==> config.mk <==
export PLATFORM = sky130hd
export DESIGN_NAME = mem_arbiter_flat
export DESIGN_NICKNAME = d
export VERILOG_FILES = /design/src/rtl/mem_arb_pkg.sv /design/src/rtl/mem_arb_if.sv /design/src/rtl/mem_arb_pick.sv /design/src/rtl/mem_arbiter.sv /design/src/flat_wrapper.sv
export SDC_FILE = /design/constraint.sdc
export NUM_CORES = 1
export LEC_CHECK = 0
export CAP_MARGIN = 0
export CORE_AREA = 2 2 213 215
export DETAILED_ROUTE_END_ITERATION = 10
export DIE_AREA = 0 0 215 217
export GPL_TIMING_DRIVEN = 0
export HOLD_SLACK_MARGIN = 0.15
export SLEW_MARGIN = 25
export SYNTH_ARGS = -nofsm -noshare
export SYNTH_HDL_FRONTEND = slang
export SYNTH_SLANG_ARGS = --single-unit
==> constraint.sdc <==
create_clock -name clk -period 1.9 [get_ports clk]
set_input_delay 0.19 -clock clk [delete_from_list [all_inputs] [get_ports clk]]
set_output_delay 0.19 -clock clk [all_outputs]
set_load 0.005 [all_outputs]
### Routed metal, one colour a layer, run 1

Two of the layers only.
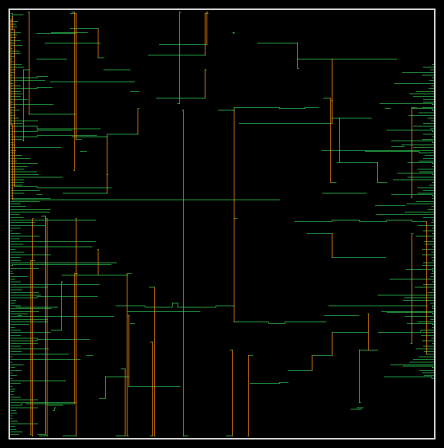
| colour | layer | wire length |
|---|---|---|
| orange | metal 4 | 2210 microns |
| green | metal 3 | 4080 microns |
Total Routing Usage GR: 0.204
Vias: 10.3k
DR WL/cell: 21.6 microns
final wirelength: 48.2 mm

### Drive-strength map, run 1

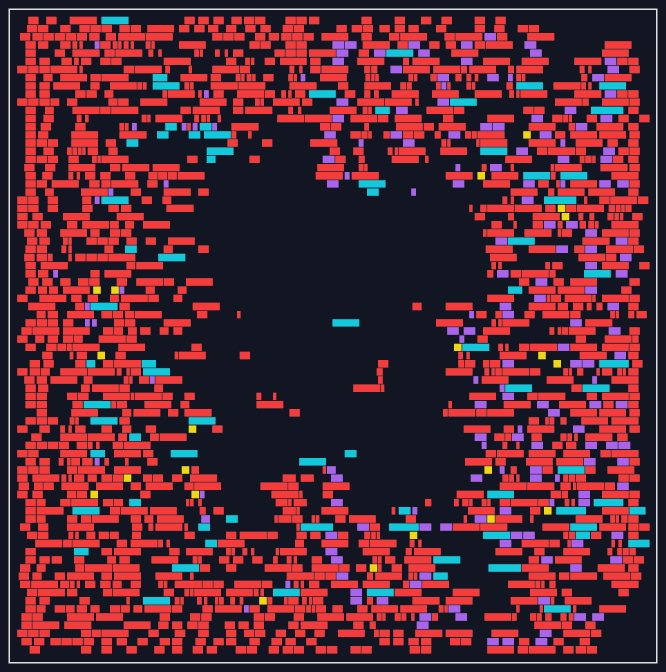
| colour | size | cells | share |
|---|---|---|---|
| purple | _2 cells | 169 | 10% |
| cyan | _6 and larger | 73 | 4.5% |
| red | _0 and _1 cells | 1369 | 84% |
| yellow | _3 and _4 cells | 21 | 1.3% |
Non-clk bufs: 619
Area Growth Syn to Fin: 58.0%
final instance area: 20900 sq um
final worst slack: 0.0846 ns

### Track usage over the die, run 1

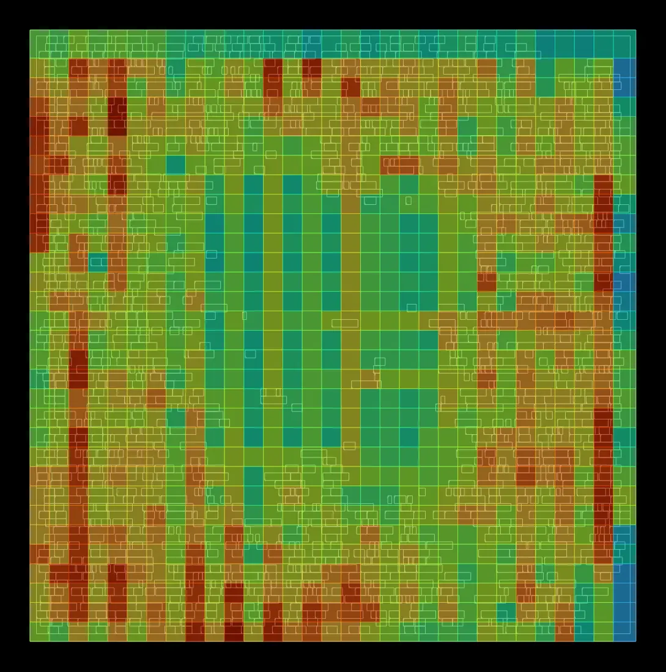
M1 GR Usage: 0.229
Core Util, Final: 0.468
gr busiest metal: met2
met2 Use GR: 0.353
routing usage on met3: 0.0703

==> Changelog: implementation <==
### Changed

- Outcome: complete, no violations
- R2R cell count: 5
- Hold Path Class: primary input to register
- Synthesized area: 13200 sq um
- Top FF cell, synth: dfrtp_1
- Clock network area share: 0.0626
- PostCTS Resize Cnt: 12
- Max Fanout on Critical Path: 10
- Slew HR: 0.519
- Critical path's largest stage delay: 0.47 ns
- Die height: 217 microns
- Filler cell count in the final layout: 4212
- Final Hold Vio Count: 0
- Setup bufs post-CTS: 0
- CP Depth: 5
- Core box area: 44700 sq um
- Multi-input combinational area share: 0.210
- Port Buffers: 539
- Number of antenna repair diodes: 4
- Hold depth: 4
- Comb gate area: 4390 sq um
- Adder Area Share: 0.00473
- Tightest Pin Transition: 0.721 ns
- Top cell area share: 0.635
- Ys cells: 1017
- Ys flops: 336
- Final ANT Viol Nets: 0
- DRC viols: 0
- Avg Cell Area, Syn: 13.0 sq um
- FP Rows: 78
- PwrDens: 1620 nW/um^2
- Synth warn: 0
- Final Skew: 0.0126 ns
- Startpoint type of the worst setup path: register
- CP Capture Type: register
- Worst Path Class, Setup: register to register
- CP top delay family: buffers and inverters
- Mux area share: 0.159
- Vias per inst: 4.60
- Drt initial violations: 489
- Worst vdd ir: 0.729 mV
- Endpoints failing setup: 0
- Tool warnings: 30
- Clock buffer depth: 3
- Worst R2R Setup Slack: 0.08 ns
- Tap cells: 600
- Initial antenna violation count: 2
- Synth top cells by count: 336 x dfrtp_1, 131 x nand2_1, 128 x mux2_2
- HPWL Detailed: 37.4 mm
- FMAX: 551 MHz
- Storage cell area: 8410 sq um
- Unrepaired setup endpoints after global routing: false
- Worst Path Buf+Inv: 2
- Cell taking the most area after synthesis: dfrtp_1
- Root buf cell: clkbuf_16
- Pin count of the biggest net entering global routing: 91
- Most frequent cell after synthesis: dfrtp_1
- Die W: 215 microns
- Fraction of area in non-clock buffers: 0.288
- H-tree level count: 2
- CTS sink cnt: 336
- Non-clk invs: 5
- DP Area: 19500 sq um
- WP data arrival: 2.29 ns
- Fin cells: 2236
- Main logic family after synthesis: multiplexers
- Top area cell types: dfrtp_1 64%, mux2_2 11%, mux2i_1 4.9%
- Share of layout cells above drive strength 1: 0.161
- I/O Pins: 541
- Clock Buffer Count: 49
- Post-synth cell types: 23
- Yosys aoi share: 0.0987
- Xor+xnor area frac: 0
- Worst-path clk slew: 0.06 ns
- DRT Pass-1 Iters: 4
- Worst Path Required: 2.37 ns
- Routability cong.: 0.844
- Syn_nets: 1293
==> run 1: cell usage in the layout (no fill, tap or decap), types with 2 or more instances in the layout <==
cell type        count
a22o_1              73
buf_1                2
buf_16               4
buf_2               17
buf_4               10
buf_6               14
bufinv_16            4
clkbuf_1            13
clkbuf_16           39
clkbuf_2            11
clkbuf_4             8
clkbuf_8             8
clkdlybuf4s50_1    536
clkinv_2            11
clkinvlp_4           3
dfrtp_1            336
diode_2              4
dlygate4sd2_1        2
dlygate4sd3_1        2
ha_1                 5
inv_1                5
inv_6                2
mux2_2             128
mux2i_1             65
nand2_1            131
nand2b_1            64
nor2_1               3
o21ai_0             90
o21ai_1             38
==> run 1: metrics by stage <==
step                      hold slack [ns]  TNS (ns)  setup slack (ns)  total power (W)
after global routing                0.205         0          0.000215           0.0358
after CTS                           0.170         0           0.00313           0.0343
after global placement              0.464  -4840.33            -14.40           0.0261
after floorplan                    -0.106         0             0.339           0.0175
final                               0.204         0            0.0846           0.0338
after detailed placement           0.0702    -17.06            -0.342           0.0263
==> run 1: worst register-to-register path, delay by kind of cell (launching register included) <==
kind,cells,cell delay [ns]
compound gates,1,0.24
fa+ha+maj,1,0.27
buf+inv,2,0.60
flops,1,0.41
simple gates,1,0.23
==> run 1: routing by layer <==
metal / GRT usage / wire [microns] / up-vias
met5: 0 / 0 / -
met4: 0.0894 / 2210 / 0
met3: 0.0703 / 4080 / 96
met2: 0.353 / 23700 / 417
met1: 0.229 / 18200 / 5049
li1: - / - / 4726
==> run 1: where the power goes <==
group	total (W)	switching [W]	leakage (nW)	internal [W]
Clock	0.00772	0.00309	0.650	0.00463
Combinational	0.0137	0.00567	4.47	0.00807
Sequential	0.0123	0.00196	4.28	0.0104
Total	0.0338	0.0107	9.41	0.0231
Power is estimated from default activity; no workload was simulated.
